--- src/rtl/barrel_shift_pipe.sv ---
// -----------------------------------------------------------------------------
// barrel_shift_pipe
//
// Two-stage pipelined barrel shifter for the execute stage. It supports
// logical left/right, arithmetic right, and rotate left/right operations, with
// a valid/ready handshake on both the input and output sides.
//
// Datapath: there are log2(WIDTH) mux levels. Level k shifts by 2**k when
// shamt[k] is set.
//   - Stage 1 evaluates levels 0 .. SHW/2-1. It registers the partial result
//     together with the operation controls and the upper shamt bits.
//   - Stage 2 evaluates the remaining levels and registers Y.
// Right shifts use the same level structure, but shift toward bit 0.
//
// Optional feature: define BSH_FLAGS_EN to add the out_zero and out_carry
// ports. Their registers are created only when the feature is enabled.
//
// Ports:
//   clk        in   clock, rising edge
//   reset      in   synchronous active-high reset
//   in_valid   in   input operation valid
//   in_ready   out  input can be accepted this cycle (combinational)
//   FS         in   function select (SLL 0C, SRL 0D, SRA 0E, ROL 1A, ROR 1B)
//   T          in   operand
//   shamt      in   shift amount
//   out_valid  out  result valid
//   out_ready  in   downstream accepts result
//   Y          out  result (0 for unknown FS)
//   out_zero   out  (BSH_FLAGS_EN) Y == 0
//   out_carry  out  (BSH_FLAGS_EN) last bit shifted/rotated out
// -----------------------------------------------------------------------------
module barrel_shift_pipe #(
    parameter int WIDTH = 32,
    localparam int SHW = $clog2(WIDTH)
) (
    input  logic             clk,
    input  logic             reset,
    input  logic             in_valid,
    output logic             in_ready,
    input  logic [4:0]       FS,
    input  logic [WIDTH-1:0] T,
    input  logic [SHW-1:0]   shamt,
    output logic             out_valid,
    input  logic             out_ready,
    output logic [WIDTH-1:0] Y
`ifdef BSH_FLAGS_EN
    ,
    output logic             out_zero,
    output logic             out_carry
`endif
);

    localparam int LV1 = SHW / 2;     // levels evaluated in stage 1
    localparam int LV2 = SHW - LV1;   // levels evaluated in stage 2

    localparam logic [4:0] FS_SLL = 5'h0C;
    localparam logic [4:0] FS_SRL = 5'h0D;
    localparam logic [4:0] FS_SRA = 5'h0E;
    localparam logic [4:0] FS_ROL = 5'h1A;
    localparam logic [4:0] FS_ROR = 5'h1B;

    // One mux level: shift by 2**k when en is set.
    // A rotate wraps the bits that fall off the end back into the vacated
    // positions. A right shift fills the vacated top bits with the fill bit.
    function automatic logic [WIDTH-1:0] shift_level(
        input logic [WIDTH-1:0] d,
        input logic             en,
        input int               k,
        input logic             left,
        input logic             rot,
        input logic             fill
    );
        int               amt;
        logic [WIDTH-1:0] ones;
        logic [WIDTH-1:0] r;
        amt  = 1 << k;
        ones = '1;
        if (!en) begin
            r = d;
        end else if (left) begin
            r = (d << amt) | (rot ? (d >> (WIDTH - amt)) : '0);
        end else begin
            r = (d >> amt) | (rot ? (d << (WIDTH - amt))
                                  : (fill ? ~(ones >> amt) : '0));
        end
        return r;
    endfunction

    // ---------------- handshake ----------------
    logic s1_valid_q, s1_valid_d;
    logic out_valid_q, out_valid_d;
    logic s1_adv, s2_adv;

    assign s2_adv   = !out_valid_q || out_ready;
    assign s1_adv   = !s1_valid_q || s2_adv;
    assign in_ready = s1_adv;

    // ---------------- decode ----------------
    logic op_known, op_left, op_rot, op_sra, op_fill;

    always_comb begin
        op_known = 1'b1;
        op_left  = 1'b0;
        op_rot   = 1'b0;
        op_sra   = 1'b0;
        case (FS)
            FS_SLL:  op_left = 1'b1;
            FS_SRL:  ;
            FS_SRA:  op_sra = 1'b1;
            FS_ROL:  begin op_left = 1'b1; op_rot = 1'b1; end
            FS_ROR:  op_rot = 1'b1;
            default: op_known = 1'b0;
        endcase
    end

    assign op_fill = op_sra & T[WIDTH-1];

    // ---------------- stage 1 levels ----------------
    // An unknown FS zeroes the operand at the entry point. Every level then
    // passes zeros through, so Y = 0 needs no special case later on.
    logic [WIDTH-1:0] lvl1 [LV1+1];
    assign lvl1[0] = op_known ? T : '0;

    genvar gi;
    generate
        for (gi = 0; gi < LV1; gi++) begin : g_stage1
            assign lvl1[gi+1] = shift_level(lvl1[gi], shamt[gi], gi,
                                            op_left, op_rot, op_fill);
        end
    endgenerate

    // ---------------- stage 1 registers ----------------
    logic [WIDTH-1:0] data1_q, data1_d;
    logic [LV2-1:0]   shamt_hi_q, shamt_hi_d;
    logic             left1_q, left1_d;
    logic             rot1_q, rot1_d;
    logic             fill1_q, fill1_d;

`ifdef BSH_FLAGS_EN
    // The carry is taken from the original operand.
    // Left ops: T[WIDTH-shamt], computed as T[-shamt] modulo WIDTH.
    // Right ops: T[shamt-1].
    logic [SHW-1:0] shamt_neg, shamt_m1;
    logic           carry_in;
    logic           carry1_q, carry1_d;

    assign shamt_neg = '0 - shamt;
    assign shamt_m1  = shamt - SHW'(1);
    assign carry_in  = (shamt == '0 || !op_known) ? 1'b0 :
                       (op_left ? T[shamt_neg] : T[shamt_m1]);
`endif

    // ---------------- stage 2 levels ----------------
    logic [WIDTH-1:0] lvl2 [LV2+1];
    assign lvl2[0] = data1_q;

    generate
        for (gi = 0; gi < LV2; gi++) begin : g_stage2
            assign lvl2[gi+1] = shift_level(lvl2[gi], shamt_hi_q[gi], gi + LV1,
                                            left1_q, rot1_q, fill1_q);
        end
    endgenerate

    // ---------------- stage 2 registers ----------------
    logic [WIDTH-1:0] y_q, y_d;
`ifdef BSH_FLAGS_EN
    logic             zero_q, zero_d;
    logic             carry_q, carry_d;
`endif

    always_comb begin
        // By default every stage holds its contents.
        s1_valid_d  = s1_valid_q;
        data1_d     = data1_q;
        shamt_hi_d  = shamt_hi_q;
        left1_d     = left1_q;
        rot1_d      = rot1_q;
        fill1_d     = fill1_q;
        out_valid_d = out_valid_q;
        y_d         = y_q;
`ifdef BSH_FLAGS_EN
        carry1_d    = carry1_q;
        zero_d      = zero_q;
        carry_d     = carry_q;
`endif
        if (s1_adv) begin
            s1_valid_d = in_valid;
            data1_d    = lvl1[LV1];
            shamt_hi_d = shamt[SHW-1:LV1];
            left1_d    = op_left;
            rot1_d     = op_rot;
            fill1_d    = op_fill;
`ifdef BSH_FLAGS_EN
            carry1_d   = carry_in;
`endif
        end
        if (s2_adv) begin
            out_valid_d = s1_valid_q;
            y_d         = lvl2[LV2];
`ifdef BSH_FLAGS_EN
            zero_d      = (lvl2[LV2] == '0);
            carry_d     = carry1_q;
`endif
        end
    end

    always_ff @(posedge clk) begin
        if (reset) begin
            s1_valid_q  <= 1'b0;
            data1_q     <= '0;
            shamt_hi_q  <= '0;
            left1_q     <= 1'b0;
            rot1_q      <= 1'b0;
            fill1_q     <= 1'b0;
            out_valid_q <= 1'b0;
            y_q         <= '0;
`ifdef BSH_FLAGS_EN
            carry1_q    <= 1'b0;
            zero_q      <= 1'b0;
            carry_q     <= 1'b0;
`endif
        end else begin
            s1_valid_q  <= s1_valid_d;
            data1_q     <= data1_d;
            shamt_hi_q  <= shamt_hi_d;
            left1_q     <= left1_d;
            rot1_q      <= rot1_d;
            fill1_q     <= fill1_d;
            out_valid_q <= out_valid_d;
            y_q         <= y_d;
`ifdef BSH_FLAGS_EN
            carry1_q    <= carry1_d;
            zero_q      <= zero_d;
            carry_q     <= carry_d;
`endif
        end
    end

    assign out_valid = out_valid_q;
    assign Y         = y_q;
`ifdef BSH_FLAGS_EN
    assign out_zero  = zero_q;
    assign out_carry = carry_q;
`endif

endmodule
--- config.mk ---
export PLATFORM = sky130hd
export DESIGN_NAME = barrel_shift_pipe
export DESIGN_NICKNAME = d
export VERILOG_FILES = /design/src/rtl/barrel_shift_pipe.sv
export SDC_FILE = /design/constraint.sdc
export NUM_CORES = 1
export LEC_CHECK = 0
export CAP_MARGIN = 15
export CORE_MARGIN = 2
export CORE_UTILIZATION = 52
export DETAILED_ROUTE_END_ITERATION = 12
export PLACE_DENSITY_LB_ADDON = 0.15
export SLEW_MARGIN = 15
export SYNTH_ARGS = -nofsm -noshare
export SYNTH_HDL_FRONTEND = slang
export SYNTH_SLANG_ARGS = --single-unit
--- constraint.sdc ---
create_clock -name clk -period 2.25 [get_ports clk]
set_input_delay 0.675 -clock clk [delete_from_list [all_inputs] [get_ports clk]]
set_output_delay 0.675 -clock clk [all_outputs]
set_load 0.02 [all_outputs]
run_1/layer_met1.png
Supply wires on this layer in grey.
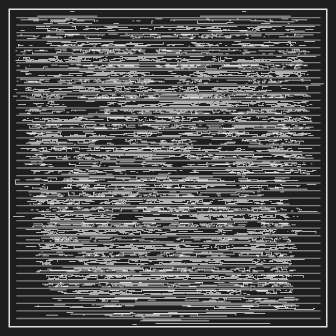
share of all routed wire: 40%
nets with wire on the layer: 970
main direction: horizontal
wire length on this layer: 10700 microns
longest straight run: 49.7 microns
Via Count: 8101
M1 GR Usage: 0.564
final WL: 26900 microns

run_1/layer_met2.png
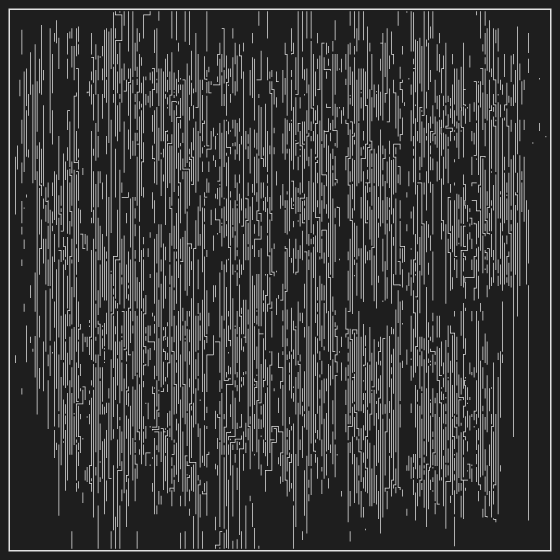
share of all routed wire: 44%
nets with wire on the layer: 901
longest straight run: 59.5 microns

==> flow_summary.ini, run 1 <==
; flow metrics
[critical_path]
cp.depth = 9
endpoint = data1_q[10]
ff2ff_setup_slack_ns = 0.16
endpoint_kind = register
criticalPathCategory = in -> reg

[floorplan]
die_h_microns = 114
pin_count = 80
chipArea_sq_um = 13100

[worst_hold_path]
whs_path_depth = 2

[synth]
yosys_warnings = 0
ff_type = dfxtp_1
synth-edff-count = 0
mux_share = 0.120
syn_area_sq_um = 6320
top_cells_by_area = dfxtp_1 23%, a21oi_1 5.7%, nor2_1 5.3%
ys.flops = 72
ys_sh_adder = 0
top_cell = nor2_1
syn-instance-count = 840

[layout]
lay_top_count = buf_4
post_route_cells_drive_above_1_share = 0.241
clkCellAreaFrac = 0.0346

[grt]
use_met3 = 0.108
grt_util_met2 = 0.601
grt_pass1_vias = 7662
grt_pass1_wl_microns = 41700

[power_and_ir_drop]
p_seq_frac = 0.350

[drt]
first_iter_violations = 1377
route.detailed.drc = 0
drtAntennaViolNets = 0
met1Wirelength_microns = 10700
wl_per_cell_microns = 23.3

[sta]
max_freq_mhz = 449
fin_skew_ns = 0.00557

[clock_tree]
clk_pin_slew_ns = 0.06
holdBufCountCts = 0

[status]
status = finished, final reports clean
run_1/layer_met3.png
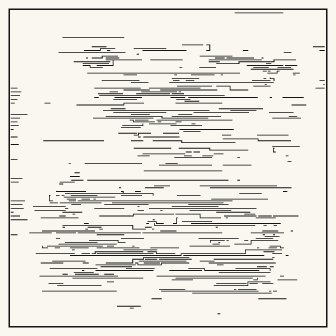
nets with wire on the layer: 214
wire length on this layer: 3420 microns
longest straight run: 55.7 microns
share of all routed wire: 13%
main direction: horizontal

## Run 2: what changed since run 1
--- a/config.mk
+++ b/config.mk
@@ -5,9 +5,10 @@
 export SDC_FILE = /design/constraint.sdc
 export NUM_CORES = 1
 export LEC_CHECK = 0
-export CAP_MARGIN = 15
+export CAP_MARGIN = 20
 export CORE_MARGIN = 2
 export CORE_UTILIZATION = 52
+export CTS_CLUSTER_SIZE = 8
 export DETAILED_ROUTE_END_ITERATION = 12
 export PLACE_DENSITY_LB_ADDON = 0.15
 export SLEW_MARGIN = 15
run_2/layer_met4.png
The bar under the picture is 20 microns long. Supply wires on this layer in grey. Cells faint in the background.
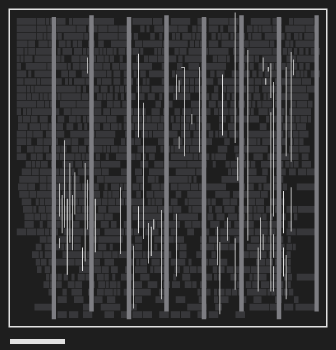
main direction: vertical
share of all routed wire: 4.0%

==> flow_summary.ini, run 2 <==
; flow metrics
[placed_design]
dp_cells = 1121

[clock_tree]
clk_pin_slew_ns = 0.06
holdBufCountCts = 0
clkLatencyLatePin_ns = 0.35

[critical_path]
endpoint_kind = register
ff2ff_setup_slack_ns = 0.16
cp.depth = 9
worst_path_dominant_cell_family = AND-OR/OR-AND gates
endpoint = data1_q[10]

[drt]
drtAntennaViolNets = 0
num_vias = 8101
met1Wirelength_microns = 10700
wirelength_microns = 26900
first_iter_violations = 1377
route.detailed.drc = 0

[synth]
top_cells_by_area = dfxtp_1 23%, a21oi_1 5.7%, nor2_1 5.3%
yosys_warnings = 0
syn_area_sq_um = 6320
top_cell = nor2_1
synth-edff-count = 0
ys.flops = 72
ys_sh_adder = 0
syn-instance-count = 840
mux_share = 0.120
synthArstFlopShare = 0

[grt]
grt_pass1_vias = 7662
grt_pass1_wl_microns = 41700
grt_util_met2 = 0.601
use_met3 = 0.108
grtUsageMet1 = 0.564

[worst_hold_path]
whs_path_depth = 2

[layout]
num-nonclk-buffers = 233
post_route_cells_drive_above_1_share = 0.241
lay_top_count = buf_4
seq_area_sq_um = 1450
largest_cell_class = logic gates
final_area_sq_um = 8580

[sta]
fin_skew_ns = 0.00557
max_freq_mhz = 449
hold_viol_final = 0

[status]
status = finished, final reports clean

[power_and_ir_drop]
p_seq_frac = 0.350

[floorplan]
die_h_microns = 114
chipArea_sq_um = 13100
